Design instruction_encoder_loader, sky130hd; sources not shown.
Run 1, cell classes on the final placement:
Fill, decap, tap and diode cells in gray.
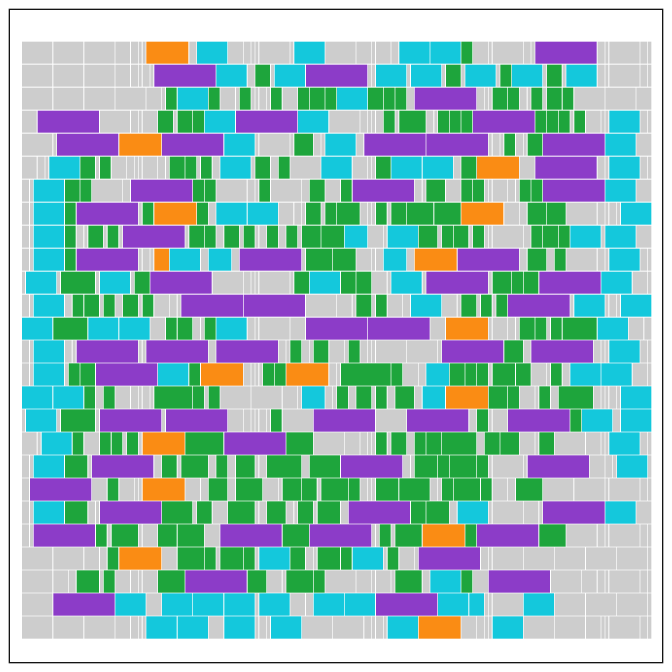
[clock drivers and dummy loads] orange | cells: 16 | share of their area: 6.0%
[all other logic] green | cells: 224 | share of their area: 34%
[other buffers and delay cells] cyan | cells: 96 | share of their area: 27%
[flip-flops] purple | cells: 57 | share of their area: 33%
fraction of area in registers: 0.318
fin util: 0.680
Finished Cell Area: 3580 µm²

Run 1, M3 wires:
Bar = 20 µm.
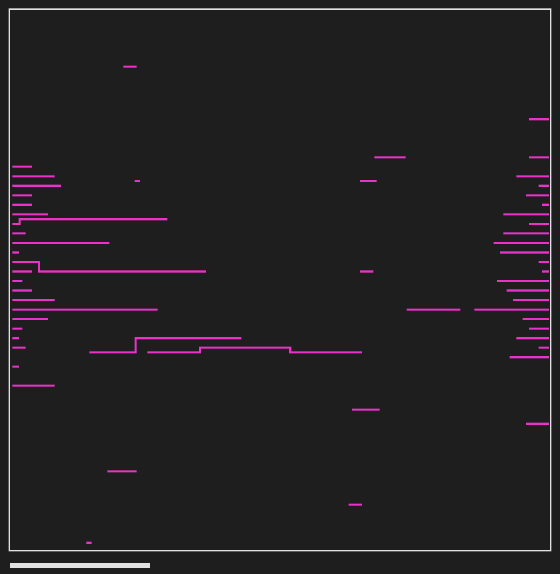
share of all routed wire: 5.1%
wire length on this layer: 314 µm
longest straight run: 23.7 µm
nets with wire on the layer: 49
main direction: horizontal
GR Util met3: 0.0524
routed wire length: 6200 µm
Vias: 2331

Run 1, the metal 1 layer:
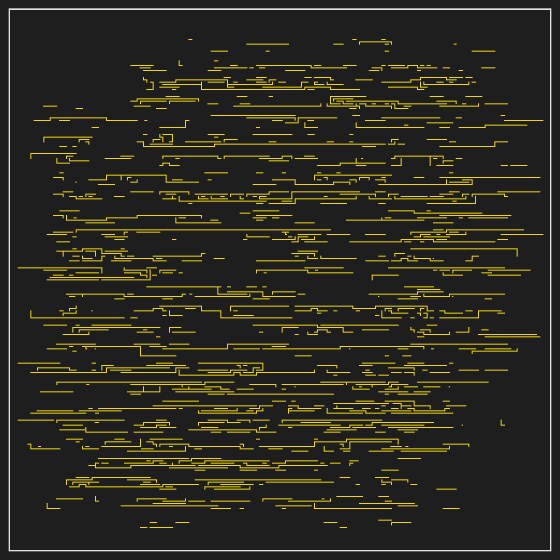
main direction: horizontal
longest straight run: 36.3 µm
share of all routed wire: 45%
nets with wire on the layer: 366
met1 usage: 0.278

Run 1, wiring heat map:
Bar = 20 µm. 15 x 15 tiles, from dark blue (low) to red (high), scaled to the fullest tile. Values are wire area over tile area, all layers added.
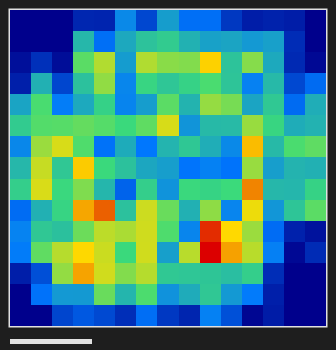
tiles over half the peak: 28%
nearly empty tiles: 8.9%
mean over tiles: 0.17
densest ninth of the die: left middle
fullest tile: 0.44
Avg WL per Cell: 13.4 µm
Tot GR Track Use: 0.220

==> job_summary.md, run 1 <==
## PnR job results

| Metric | Value |
|---|---|
| Status | finished clean |
| Pin count of the biggest net entering global routing | 32 |
| Initial antenna violation count | 0 |
| Flop pwr share | 0.462 |
| Setup violators final | 0 |
| TNS Setup | 0 ns |
| Die width | 77.1 µm |
| Clock Power Share | 0.432 |
| Mapped Area | 2540 µm² |
| I/O Buffers | 90 |
| Fillers | 463 |
| Max reg flops | 32 |
| Cycle use final | 0.841 |
| Top cells by area | dfxtp_1 (45%), nand2_1 (11%), a21oi_1 (7.7%), buf_4 (5.0%), nor2_1 (3.5%) |
| Routed vias/inst | 5.03 |
| Clock Path Buffers | 2 |
| Top cell area share | 0.449 |
| CTS sink cnt | 57 |
| GR Overflow Total | 0 |
| Cells after Synth | 313 |
| Global-route wire length before repair | 10400 µm |
| Post-synthesis sequential area ratio | 0.449 |
| Post-CTS setup buffers | 0 |
| Top cells by count, synth | nand2_1 (73), dfxtp_1 (57), a21oi_1 (39), nor2_1 (24), buf_4 (17) |
| P_sw | 0.421 mW |
| Fp_density | 0.482 |
| Die height | 77.1 µm |
| Clock Skews | 0.00582 ns |
[run 1: critical path: stages, from the launching register on]
cell and delay, ns:
dfxtp_1 0.36, ha_1 0.25, ha_1 0.24, and3_1 0.28, nor4b_1 0.32, a21oi_1 0.12, a211oi_1 0.53, o41ai_1 0.14
[run 1: metrics by stage]
stage	instance area (µm²)	power (mW)	util	setup WS, ns
after global routing	3580	1.88	0.680	0.251
final	3580	1.81	0.680	0.444
after detailed placement	3370	1.05	0.640	0.199
after CTS	3580	1.82	0.680	0.510
after global placement	3370	1.04	0.640	0.235
after floorplan	2550	0.966	-	0.729
[run 1: power groups by stage]
stage / Clock, mW / Sequential (mW) / Combinational [mW]
after global placement: 0 / 0.853 / 0.189
final: 0.782 / 0.837 / 0.193
after detailed placement: 0 / 0.854 / 0.192
after global routing: 0.832 / 0.838 / 0.209
after CTS: 0.793 / 0.836 / 0.193
after floorplan: 0 / 0.869 / 0.0969
[run 1: per-layer routing]
layer  share of wire  vias up  track usage  wire [µm]
li1                -     1179            -          -
met1            0.45     1081        0.278       2800
met2            0.48       61        0.342       2960
met3           0.050       10       0.0524        313
met4           0.021        0        0.119        133
met5               0        -            0          0
[run 1: final cells by class]
cell class              instances  area (µm²)  area share
clock buffers                  15         206      0.0576
multi-input cells             218        1180       0.329
clock inverters                 1        5.00     0.00140
well taps                      70        87.6      0.0244
flip-flops and latches         57        1140       0.318
inverters                       6        22.5     0.00628
repair buffers                 96         941       0.262
[run 1: cell families after synthesis]
logic type / Yosys count / share of synthesized area
simple gates: 134 / 0.245
compound gates: 62 / 0.144
flops: 57 / 0.449
buf+inv: 42 / 0.0941
xor+xnor: 7 / 0.0241
mux: 7 / 0.0305
fa+ha+maj: 2 / 0.00985
other cells: 2 / 0.00296
Run 1, clock wiring as the flow saved it:
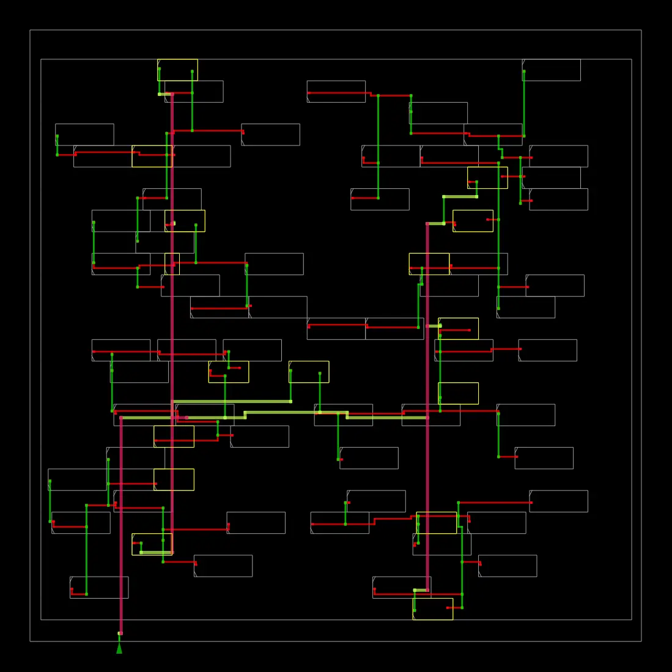

==> run 2: changes to the inputs <==
==> constraint.sdc (replaced) <==
create_clock -name clock -period 2.2 [get_ports clock]
set_input_delay 0.22 -clock clock [delete_from_list [all_inputs] [get_ports clock]]
set_output_delay 0.22 -clock clock [all_outputs]
set_load 0.02 [all_outputs]
Run 2, clock wiring as the flow saved it:
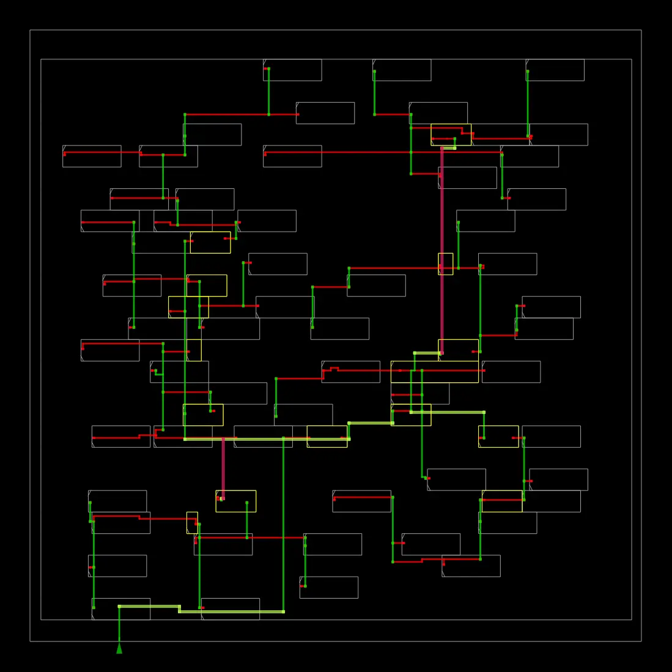
number of CTS-inserted buffers: 9
Insertion Delay late pin: 0.32 ns
layout clock buffer count: 12
CTS sink cnt: 57
clock-net power: 0.960 mW

Run 2, cell classes on the final placement:
Fill, decap, tap and diode cells in gray.
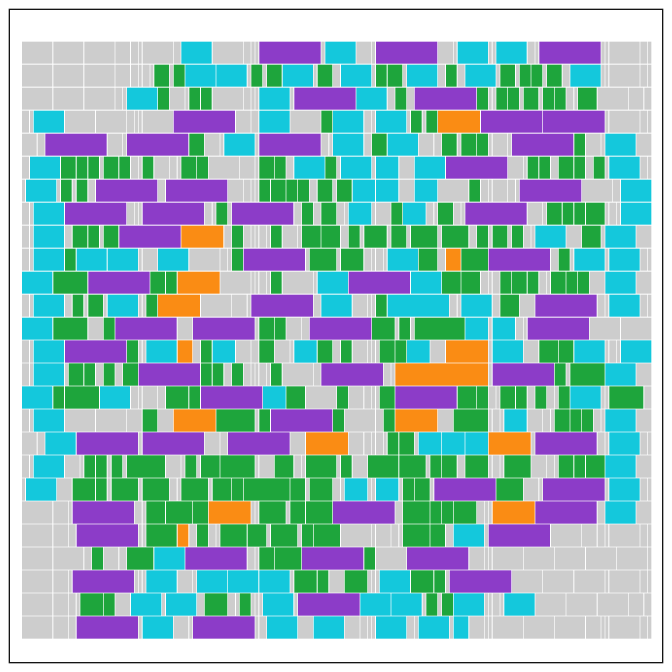
[flip-flops] purple | cells: 57 | share of their area: 32%
[other buffers and delay cells] cyan | cells: 109 | share of their area: 29%
[all other logic] green | cells: 224 | share of their area: 34%
[clock drivers and dummy loads] orange | cells: 15 | share of their area: 5.4%
fin util: 0.699
fraction of area in registers: 0.310
area of the core: 5270 µm²
Finished Cell Area: 3680 µm²

==> job_summary.md, run 2 <==
## PnR job results

| Metric | Value |
|---|---|
| Setup violators final | 0 (unchanged) |
| Clock Skews | 0.00784 ns (was 0.00582 ns) |
| Pin count of the biggest net entering global routing | 38 (was 32) |
| Tot GR Track Use | 0.218 (was 0.220) |
| Top cells by count, synth | nand2_1 (73), dfxtp_1 (57), a21oi_1 (39), nor2_1 (24), buf_4 (17) (unchanged) |
| Post-CTS setup buffers | 0 (unchanged) |
| Avg WL per Cell | 12.9 µm (was 13.4 µm) |
| Initial antenna violation count | 0 (unchanged) |
| Status | finished clean (unchanged) |
| Crit path buf inv count | 1 (was 0) |
| Total chip power | 2.29 mW (was 1.81 mW) |
| Die width | 77.1 µm (unchanged) |
| CP delay by family, top | AND-OR/OR-AND gates (unchanged) |
| Crit path cell chain | ha_1 -> ha_1 -> and3_1 -> a211o_1 -> nand4_1 -> a211oi_1 -> buf_4 -> o41ai_1 (was ha_1 -> ha_1 -> and3_1 -> nor4b_1 -> a21oi_1 -> a211oi_1 -> o41ai_1) |
| Routed vias/inst | 5.03 (about the same) |
| Fp_density | 0.482 (unchanged) |
| CP most frequent cell | ha_1 (unchanged) |
| Top cells by area | dfxtp_1 (45%), nand2_1 (11%), a21oi_1 (7.7%), buf_4 (5.0%), nor2_1 (3.5%) (unchanged) |
| Stages on worst setup path | 8 (was 7) |
| Placed inst area | 3480 µm² (was 3370 µm²) |
| Die height | 77.1 µm (unchanged) |
| Slowest cell on crit path | dfxtp_1 (was a211oi_1) |
| I/O Buffers | 90 (unchanged) |
Run 2, M3 wires:
Bar = 20 µm.
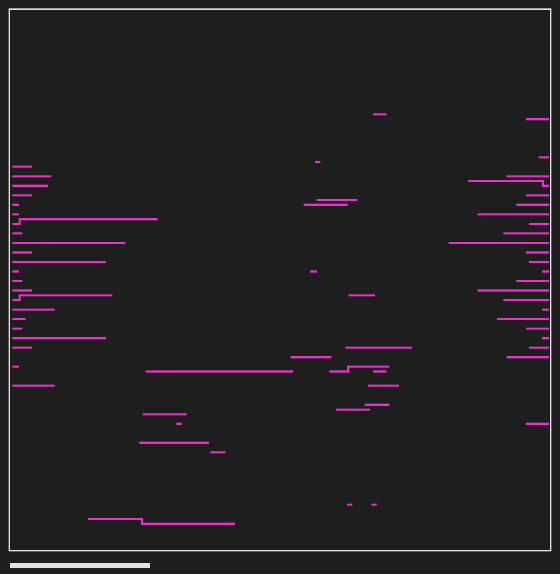
nets with wire on the layer: 58
share of all routed wire: 5.7%
Vias: 2390
GR Util met3: 0.0571
routed wire length: 6120 µm

[run 2: layout make-up]
type | count | area [µm²]
fill | 461 | 1590
multi-input combinational | 218 | 1190
sequential | 57 | 1140
timing repair buffer | 109 | 1050
clock buffer | 12 | 155
tap | 70 | 87.6
clock inverter | 3 | 40.0
inverter | 6 | 22.5
[run 2: through the flow]
| step | setup WS, ns | TNS [ns] | utilization |
|---|---|---|---|
| floorplan | 0.129 | 0 | - |
| global placement | -0.0879 | -0.738 | 0.661 |
| detailed placement | -0.164 | -2.69 | 0.661 |
| CTS | 0.156 | 0 | 0.698 |
| global route | 0.00369 | 0 | 0.699 |
| finish | 0.142 | 0 | 0.699 |
[run 2: cell families after synthesis]
kind of cell,share of synthesized area
buffers and inverters,0.0941
other,0.00296
AOI/OAI and AO/OA,0.144
muxes,0.0305
and+or+nand+nor,0.245
adders and majority gates,0.00985
DFF,0.449
xor gates and xnor gates,0.0241
[run 2: power by group]
part | leakage [nW] | total, mW | switching, mW | internal (mW)
clock network | 0.102 | 0.960 | 0.385 | 0.575
logic | 0.757 | 0.263 | 0.123 | 0.140
registers | 0.461 | 1.06 | 0.0113 | 1.05
total | 1.32 | 2.29 | 0.519 | 1.77
[run 2: per-layer routing]
layer / vias up / wire [µm] / track usage
met5: - / 0 / 0
met4: 0 / 87 / 0.104
met1: 1094 / 2720 / 0.258
li1: 1205 / - / -
met3: 10 / 346 / 0.0571
met2: 81 / 2970 / 0.364
[run 2: repair_timing]
| item | 4_1_cts | 5_1_grt |
|---|---|---|
| resized | 0 | 1 |
| endpoints found under the hold margin | 0 | 0 |
| setup endpoints to repair | 0 | 2 |
Power figures rest on the tool's default switching activity, not on a simulated workload.
